Figure 1. Signal wires by layer (run 1).
Two of the layers only.
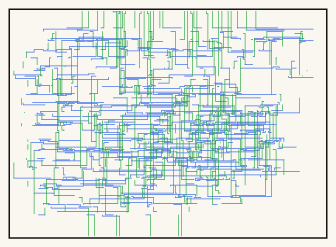
Figure 2. The clock network (run 1).
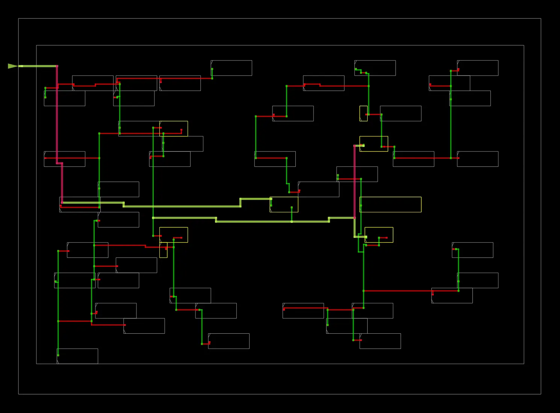
Figure 3. A small window of the routed layout (run 1).
Window x 3 to 43, y 27 to 67 um. Cells in gray, sequential cells in the stronger gray; small squares are vias.
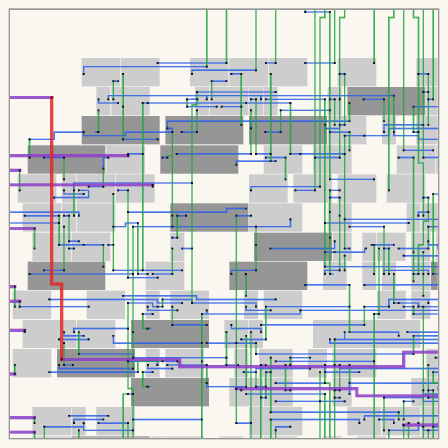
$ cat src/rtl/axis_pattern_filter_pkg.sv
// Shared types for the AXI-stream keep/drop pattern filter.
package axis_pattern_filter_pkg;

    typedef enum logic {
        S_KEEP = 1'b0,
        S_DROP = 1'b1
    } state_t;

endpackage

$ cat src/rtl/axis_reg_slice.sv
// Single-stage AXI-stream output register: one-cycle latency, full throughput.
module axis_reg_slice #(
    parameter int WIDTH = 17
) (
    input  logic             clk,
    input  logic             rst,
    input  logic             src_valid,
    output logic             src_ready,
    input  logic [WIDTH-1:0] src_data,
    output logic             dst_valid,
    input  logic             dst_ready,
    output logic [WIDTH-1:0] dst_data
);

    assign src_ready = !dst_valid || dst_ready;

    always_ff @(posedge clk) begin
        if (rst) begin
            dst_valid <= 1'b0;
            dst_data  <= '0;
        end else if (src_ready) begin
            dst_valid <= src_valid;
            if (src_valid) begin
                dst_data <= src_data;
            end
        end
    end

endmodule

$ cat src/rtl/axis_pattern_filter.sv
// Forwards KEEP accepted beats, then discards DROP accepted beats, repeating.
// Define AXIS_PATTERN_FILTER_LAST_EN to add output_last (final beat of each keep run).
module axis_pattern_filter
    import axis_pattern_filter_pkg::*;
#(
    parameter int DATA_WIDTH         = 16,
    parameter int COUNT_WIDTH        = 8,
    parameter int DEFAULT_KEEP       = 255,
    parameter int DEFAULT_DROP       = 1,
    parameter int DEFAULT_START_KEEP = 1
) (
    input  logic                   clk,
    input  logic                   rst,
    input  logic [COUNT_WIDTH-1:0] cfg_keep,
    input  logic [COUNT_WIDTH-1:0] cfg_drop,
    input  logic                   cfg_start_keep,
    input  logic                   cfg_load,
    input  logic                   input_valid,
    output logic                   input_ready,
    input  logic [DATA_WIDTH-1:0]  input_data,
    output logic                   output_valid,
    input  logic                   output_ready,
    output logic [DATA_WIDTH-1:0]  output_data
`ifdef AXIS_PATTERN_FILTER_LAST_EN
    ,
    output logic                   output_last
`endif
);

`ifdef AXIS_PATTERN_FILTER_LAST_EN
    localparam int SLICE_W = DATA_WIDTH + 1;
`else
    localparam int SLICE_W = DATA_WIDTH;
`endif

    localparam state_t RST_STATE =
        (DEFAULT_START_KEEP != 0) ? S_KEEP : S_DROP;

    state_t                 state;
    state_t                 state_nx;
    state_t                 eff_state;
    logic [COUNT_WIDTH-1:0] count;
    logic [COUNT_WIDTH-1:0] count_nx;
    logic [COUNT_WIDTH-1:0] keep_r;
    logic [COUNT_WIDTH-1:0] keep_nx;
    logic [COUNT_WIDTH-1:0] drop_r;
    logic [COUNT_WIDTH-1:0] drop_nx;
    logic [COUNT_WIDTH:0]   count_inc;
    logic                   passthru;
    logic                   keeping;
    logic                   keep_end;
    logic                   drop_end;
    logic                   accept;
    logic                   slice_ready;
    logic [SLICE_W-1:0]     slice_in;
    logic [SLICE_W-1:0]     slice_out;

    always_ff @(posedge clk) begin
        if (rst) begin
            state  <= RST_STATE;
            count  <= '0;
            keep_r <= COUNT_WIDTH'(DEFAULT_KEEP);
            drop_r <= COUNT_WIDTH'(DEFAULT_DROP);
        end else begin
            state  <= state_nx;
            count  <= count_nx;
            keep_r <= keep_nx;
            drop_r <= drop_nx;
        end
    end

    // A zero-length run is skipped, so the effective state may differ
    // from the stored one; widened compare avoids wrap at all-ones.
    always_comb begin
        passthru  = (keep_r == '0) && (drop_r == '0);
        eff_state = state;
        if (passthru) begin
            eff_state = S_KEEP;
        end else if (state == S_KEEP && keep_r == '0) begin
            eff_state = S_DROP;
        end else if (state == S_DROP && drop_r == '0) begin
            eff_state = S_KEEP;
        end
        keeping   = (eff_state == S_KEEP);
        count_inc = {1'b0, count} + (COUNT_WIDTH + 1)'(1);
        keep_end  = (count_inc == {1'b0, keep_r});
        drop_end  = (count_inc == {1'b0, drop_r});
    end

    assign input_ready = !rst && (keeping ? slice_ready : 1'b1);
    assign accept      = input_valid && input_ready;

    always_comb begin
        state_nx = state;
        count_nx = count;
        keep_nx  = keep_r;
        drop_nx  = drop_r;
        if (cfg_load) begin
            keep_nx  = cfg_keep;
            drop_nx  = cfg_drop;
            count_nx = '0;
            state_nx = cfg_start_keep ? S_KEEP : S_DROP;
        end else if (accept && !passthru) begin
            if (keeping) begin
                if (keep_end) begin
                    count_nx = '0;
                    state_nx = (drop_r != '0) ? S_DROP : S_KEEP;
                end else begin
                    count_nx = count_inc[COUNT_WIDTH-1:0];
                end
            end else begin
                if (drop_end) begin
                    count_nx = '0;
                    state_nx = (keep_r != '0) ? S_KEEP : S_DROP;
                end else begin
                    count_nx = count_inc[COUNT_WIDTH-1:0];
                end
            end
        end
    end

`ifdef AXIS_PATTERN_FILTER_LAST_EN
    assign slice_in    = {keeping && !passthru && keep_end, input_data};
    assign output_last = slice_out[DATA_WIDTH];
    assign output_data = slice_out[DATA_WIDTH-1:0];
`else
    assign slice_in    = input_data;
    assign output_data = slice_out;
`endif

    axis_reg_slice #(
        .WIDTH(SLICE_W)
    ) u_out_reg (
        .clk      (clk),
        .rst      (rst),
        .src_valid(accept && keeping),
        .src_ready(slice_ready),
        .src_data (slice_in),
        .dst_valid(output_valid),
        .dst_ready(output_ready),
        .dst_data (slice_out)
    );

endmodule

$ cat config.mk
export PLATFORM = sky130hd
export DESIGN_NAME = axis_pattern_filter
export DESIGN_NICKNAME = d
export VERILOG_FILES = /design/src/rtl/axis_pattern_filter_pkg.sv /design/src/rtl/axis_reg_slice.sv /design/src/rtl/axis_pattern_filter.sv
export SDC_FILE = /design/constraint.sdc
export NUM_CORES = 1
export LEC_CHECK = 0
export ABC_CLOCK_PERIOD_IN_PS = 6480
export CAP_MARGIN = 10
export CORE_ASPECT_RATIO = 0.7
export CORE_MARGIN = 3
export CORE_UTILIZATION = 40
export CTS_CLUSTER_DIAMETER = 120
export DETAILED_ROUTE_END_ITERATION = 16
export GPL_TIMING_DRIVEN = 0
export PLACE_DENSITY_LB_ADDON = 0.15
export SYNTH_ARGS = -nofsm -noshare
export SYNTH_HDL_FRONTEND = slang
export SYNTH_SLANG_ARGS = --single-unit
$ cat constraint.sdc
create_clock -name clk -period 6.48 [get_ports clk]
set_input_delay 1.296 -clock clk [delete_from_list [all_inputs] [get_ports clk]]
set_output_delay 1.296 -clock clk [all_outputs]
set_load 0.02 [all_outputs]
==> reports/metrics.cfg, run 1 <==
[cells_and_area]
n_antenna_cell=0
comb_cells=176
utilization=0.580
clkbuf_count=7
buffers=70
top_area_cell_class=logic gates
regArea_um2=841
seq_cells=42
area_growth_pct=34.5
buf_share=0.217
layout_top_cell=clkdlybuf4s50_1

[timing]
rsz0062_at_grt=false
min_period_over_period=0.610
max_freq_ghz=0.253

[power_and_ir_drop]
internal_power_w=0.000438
pwr-share-clk=0.353
p_switching_w=0.000139
p_per_area_nw_per_um2=199
comb-power_w=0.0000928

[clock_network]
clockRootBuffer=clkbuf_8
clkTransAtPathRegs_ps=80

[logic_synthesis]
ys_seq_frac=0.391
netlist_top_cells_area=dfxtp_1 (39%), mux2i_1 (14%), nor2_1 (5.8%)

[global_routing]
antenna_found_initial=0

[die]
die_area_um2=6310
die-width_um=93.7
io_pins=56
n_tap_cell=69

[detailed_routing]
viasPerCell=5.09
first_pass_iters=4

[worst_setup_path]
crit_start=output_ready
critPathCaptureType=output port

[placement]
gp_congestion=0.845

[worst_hold_path]
hp-class=reg2reg
hp-start=u_out_reg.dst_valid$_SDFFE_PP0P_

[run_status]
status=complete, no violations

## Picture notes: Figure 1
[blue] M1 | wire length: 2750 um
[green] M2 | wire length: 2140 um
final wirelength: 5.24 mm
drt wl/cell: 14.1 um
GRT Total Usage: 0.173
DR vias: 1890

## Picture notes: Figure 2
skew final: 3.34 ps
total CTS buffers: 5

## Picture notes: Figure 3
[blue] M1
[red] M4
[green] M2
[purple] M3
sequential cells in the window: 13
cells with their middle in the window: 91
most frequent: clkdlybuf4s50_1 (24), nor2_1 (14)
netlist names of flops here include: `u_out_reg.dst_data` (8), `drop_r` (4)

==> run 1: metrics by stage <==
step,power (W),cells,hold slack (ps)
2_1_floorplan,0.000334,239,444
3_3_place_gp,0.000378,363,463
3_5_place_dp,0.000379,363,470
4_1_cts,0.000583,371,484
5_1_grt,0.000605,371,515
6_report,0.000577,371,480
==> run 1: flip-flops by register name (all words and copies together) (netlist names) <==
name	cells
u_out_reg.dst_valid	1
u_out_reg.dst_data	16
keep_r	8
drop_r	8
state	1
count	8
==> run 1: layer usage <==
| layer | global-route usage | vias up | part of all wire |
|---|---|---|---|
| li1 | - | 970 | - |
| met1 | 0.270 | 873 | 0.53 |
| met2 | 0.232 | 43 | 0.41 |
| met3 | 0.0445 | 4 | 0.059 |
| met4 | 0.0450 | 0 | 0.0073 |
| met5 | 0 | - | 0 |
==> run 1: cells in the mapped netlist, drive strengths merged, types with 4 or more instances <==
cell     n
buf      9
nor4     6
o21ai    8
nor2    33
nand3    9
xnor2    6
mux2i   31
o211ai   4
nand2   24
and3     5
a21oi    5
inv      6
xor2     6
clkbuf   6
dfxtp   42
nor3     4
==> run 1: path summary, 6_finish.rpt <==
path | to | slack (ps) | cells after the start
max | input_ready | 2530 | 4
min | u_out_reg.dst_valid$_SDFFE_PP0P_ | 480 | 2
max reg2reg | state$_SDFFE_PP0P_ | 3620 | 9
min reg2reg | u_out_reg.dst_valid$_SDFFE_PP0P_ | 480 | 2
==> run 1: logic make-up (layout without fill, tap and decap cells) <==
family / Yosys count / count (layout) / share of synthesized area
flops: 42 / 42 / 0.391
buf+inv: 21 / 84 / 0.0465
fa+ha+maj: 1 / 1 / 0.00581
mux: 32 / 32 / 0.149
compound gates: 32 / 32 / 0.106
xor+xnor: 14 / 14 / 0.0727
simple gates: 97 / 97 / 0.229
==> run 1 -> run 2 <==
Settings changed: ABC_CLOCK_PERIOD_IN_PS 6480 to 3400.
Clock period 6.48 ns to 3.4 ns, I/O delays scaled along.
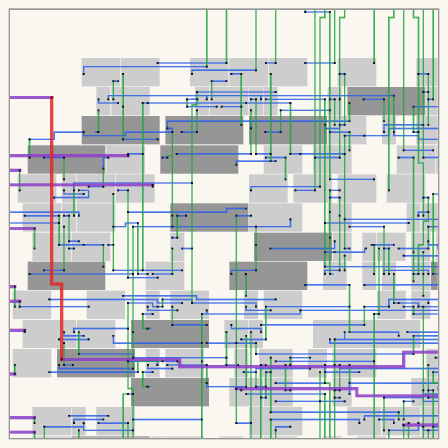
Figure 4: run 2, a small window of the routed layout.
Window x 3 to 43, y 27 to 67 um. Cells in gray, sequential cells in the stronger gray; small squares are vias.
[blue] M1
[green] M2
[purple] M3
[red] M4
cells with their middle in the window: 91
most frequent: clkdlybuf4s50_1 (24), nor2_1 (14)
netlist names of flops here include: `u_out_reg.dst_data` (8), `drop_r` (4)
sequential cells in the window: 13

==> run 2 against run 1 <==
Hold slack unchanged. Synthesized cell count unchanged. Sequential power increased by about 90%. Critical path type is now reg2out. Largest power group unchanged. Highest routed layer unchanged.
==> reports/metrics.cfg, run 2 <==
[run_status]
status=complete, no violations

[detailed_routing]
post_drt_wl_per_cell_um=14.1  ; unchanged
wirelength_mm=5.24  ; unchanged
viasPerCell=5.09  ; unchanged

[die]
io_pins=56  ; unchanged
n_tap_cell=69  ; unchanged
die-width_um=93.7  ; unchanged

[cells_and_area]
n_antenna_cell=0  ; unchanged
regArea_um2=841  ; unchanged
utilization=0.580  ; unchanged
top_register=u_out_reg.dst_data
clkbuf_count=7  ; unchanged
comb_cells=176  ; unchanged
area_growth_pct=34.5  ; unchanged
seq_cells=42  ; unchanged
buf_share=0.217  ; unchanged
layout_top_cell=clkdlybuf4s50_1
buffers=70  ; unchanged

[placement]
gp_congestion=0.845  ; unchanged

[logic_synthesis]
ys_seq_frac=0.391  ; unchanged
netlist_top_cells_area=dfxtp_1 (39%), mux2i_1 (14%), nor2_1 (5.8%)
top_cell=dfxtp_1

[timing]
skew_ps=3.34  ; unchanged
min_period_over_period=0.909
rsz0062_at_grt=false

[clock_network]
cts_buffers=5  ; unchanged
clockRootBuffer=clkbuf_8
clkTransAtPathRegs_ps=80  ; about the same

[worst_setup_path]
ff2ff_setup_slack_ps=540  ; -3080 ps

[power_and_ir_drop]
finalPower_w=0.00110  ; +91%

[global_routing]
grt_usage=0.173  ; unchanged

[worst_hold_path]
hp-class=reg2reg

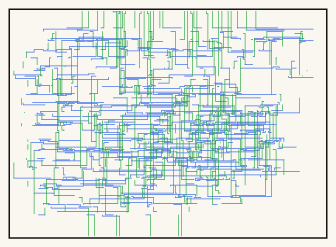
Figure 5: run 2, signal wires by layer.
Two of the layers only.
[green] M2 | wire length: 2140 um
[blue] M1 | wire length: 2750 um

-- run 2: cell counts after synthesis --
Identical to the previous run, type by type.
-- run 2: final timing paths --
check                                                       from                          endpoint  cells past startpoint
worst min-delay path            u_out_reg.dst_valid$_SDFFE_PP0P_  u_out_reg.dst_valid$_SDFFE_PP0P_                      2
worst min register to register  u_out_reg.dst_valid$_SDFFE_PP0P_  u_out_reg.dst_valid$_SDFFE_PP0P_                      2
worst max register to register             count[0]$_SDFFE_PP0P_                state$_SDFFE_PP0P_                      9
worst max-delay path                      keep_r[4]$_SDFFE_PP1P_                       input_ready                      5
-- run 2: where the power goes --
part	internal, W	leakage (nW)	switching (W)
clock	0.000220	0.0524	0.000169
sequential	0.000515	0.344	0.0000188
combinational	0.000100	0.836	0.0000767
-- run 2: stage by stage --
step / hold WS [ps] / instances / area, um2
after floorplan: 444 / 239 / 2150
after CTS: 484 / 371 / 2900
after global placement: 463 / 363 / 2790
after global routing: 515 / 371 / 2900
after detailed placement: 470 / 363 / 2790
final: 480 / 371 / 2900
-- run 2: kinds of logic after synthesis --
| group | after synthesis | share of synthesized area |
|---|---|---|
| adder cells (fa/ha/maj) | 1 | 0.00581 |
| XOR/XNOR | 14 | 0.0727 |
| multiplexers | 32 | 0.149 |
| AND-OR/OR-AND | 32 | 0.106 |
| AND/OR/NAND/NOR | 97 | 0.229 |
| buffers and inverters | 21 | 0.0465 |
| flip-flops | 42 | 0.391 |
-- run 2: per-layer routing --
metal / global-route usage / part of all wire / up-vias
li1: - / - / 970
met1: 0.270 / 0.53 / 873
met2: 0.232 / 0.41 / 43
met3: 0.0445 / 0.059 / 4
met4: 0.0450 / 0.0073 / 0
met5: 0 / 0 / -
==> run 2 -> run 3 <==
Settings changed: CORE_UTILIZATION 40 to 44, RECOVER_POWER from default to 100.
==> run 3 against run 2 <==
Clock power barely moved. Via count increased by 0.79%. Critical path depth is 4 higher. Flip-flop count is the same. Clock-buffer cell count did not move. Combinational power is 3% lower. Synthesized cell count did not move. Power down 0.84%. Largest cell class unchanged. Highest routed layer unchanged.
==> reports/metrics.cfg, run 3 <==
[detailed_routing]
wirelength_mm=5.14  ; -1.9%
wl_met1_mm=2.60  ; -5.4%
met2_length_mm=2.09  ; -2.3%
viasPerCell=5.18  ; +1.6%
post_drt_wl_per_cell_um=14.0  ; -1.1%

[power_and_ir_drop]
combPwrFrac=0.157  ; -0.004
p_switching_w=0.000260  ; -1.6%
finalPower_w=0.00109  ; -0.84%
pwr-share-clk=0.353  ; about the same

[placement]
detailed_place.area_um2=2790  ; -0.13%

[timing]
rsz0062_at_grt=false

[clock_network]
clkTransAtPathRegs_ps=70  ; about the same

[cells_and_area]
utilization=0.632  ; +0.0524
layout_top_cell=dfxtp_1
top_register=u_out_reg.dst_data
n_antenna_cell=0  ; unchanged
postLayoutCellArea_um2=2860  ; -1.1%

[worst_hold_path]
hp-start=u_out_reg.dst_valid$_SDFFE_PP0P_
whs_path_depth=2  ; unchanged

[die]
die-width_um=89.6  ; -4.4%
io_pins=56  ; unchanged

[global_routing]
grt.met2_usage=0.254  ; +0.0221
grt_usage=0.190  ; +0.0167
busiest_layer=met1

[logic_synthesis]
netlist_top_cells_area=dfxtp_1 (39%), mux2i_1 (14%), nor2_1 (5.8%)
aoi_share=0.106  ; unchanged
simple_gate_area_frac=0.228  ; unchanged
synthMuxAreaShare=0.149  ; unchanged
ys_top_logic_family=simple AND/OR/NAND/NOR gates

[run_status]
status=complete, no violations

## run 3: cell counts after synthesis
Identical to the previous run, type by type.
## run 3: tightest hold or removal path, cell delays in order, from the launching register on
cell,delay (ps)
dfxtp_1,320
nand2b_1,70
a21oi_1,50
## run 3: power by group through the flow
stage | sequential, W | clock, W | combinational [W]
4_1_cts | 0.000534 | 0.000397 | 0.000177
6_report | 0.000533 | 0.000385 | 0.000171
2_1_floorplan | 0.000553 | 0 | 0.0000829
3_5_place_dp | 0.000545 | 0 | 0.000176
3_3_place_gp | 0.000544 | 0 | 0.000174
5_1_grt | 0.000537 | 0.000416 | 0.000187
## run 3: worst max-delay path by stage
stage | startpoint | to | cells after the start | slack [ps]
floorplan | count[0]$_SDFFE_PP0P_ | state$_SDFFE_PP0P_ | 9 | 900
global placement | count[0]$_SDFFE_PP0P_ | state$_SDFFE_PP0P_ | 9 | 610
detailed placement | count[0]$_SDFFE_PP0P_ | state$_SDFFE_PP0P_ | 9 | 610
CTS | keep_r[5]$_SDFFE_PP1P_ | input_ready | 5 | 290
global route | count[0]$_SDFFE_PP0P_ | state$_SDFFE_PP0P_ | 9 | 70
finish | count[0]$_SDFFE_PP0P_ | state$_SDFFE_PP0P_ | 9 | 240
## run 3: cell type report
class                           instances  area (um2)
Clock buffer                            7        76.3
Sequential cell                        42         841
Timing Repair Buffer                   55         551
Buffer                                 15        67.6
Tap cell                               66        82.6
Clock inverter                          1        30.0
Multi-Input combinational cell        176        1190
Inverter                                6        22.5
Fill cell                             419        1670
## run 3: through the flow
step	worst slack (ps)	std cells	hold slack, ps
6_report	235	368	486
3_3_place_gp	610	360	465
4_1_cts	286	368	490
3_5_place_dp	612	360	477
5_1_grt	67.5	368	532
2_1_floorplan	904	239	444
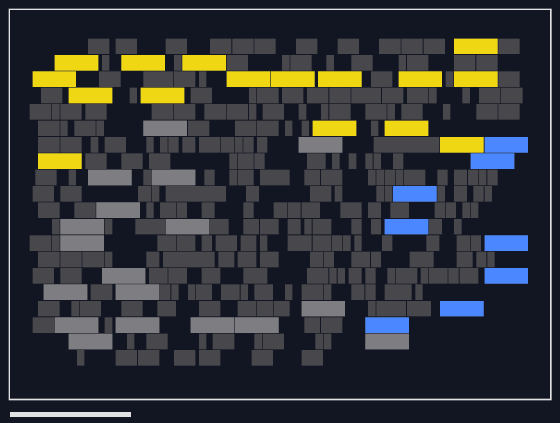
Figure 6: run 3, sequential cells grouped by signal name.
The bar under the picture is 20 um long. Other sequential cells in the stronger gray, the rest of the logic in the fainter gray.
[yellow] `u_out_reg.dst_data` | flops: 16
[blue] `count` | flops: 8
not colored: 18

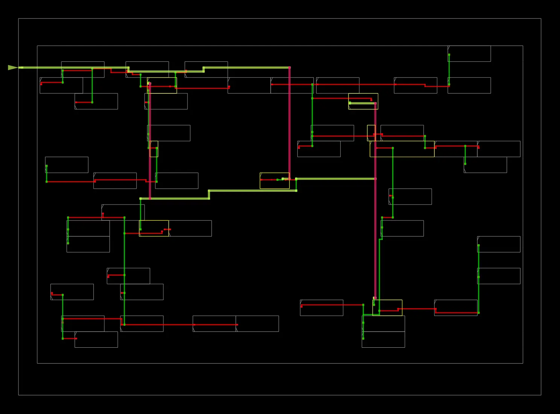
Figure 7: run 3, the clock network.
clock network power: 0.000385 W
Insertion Delay late pin: 300 ps
skew final: 2.34 ps

No activity file was given, so power comes from the tool's default toggle rates.
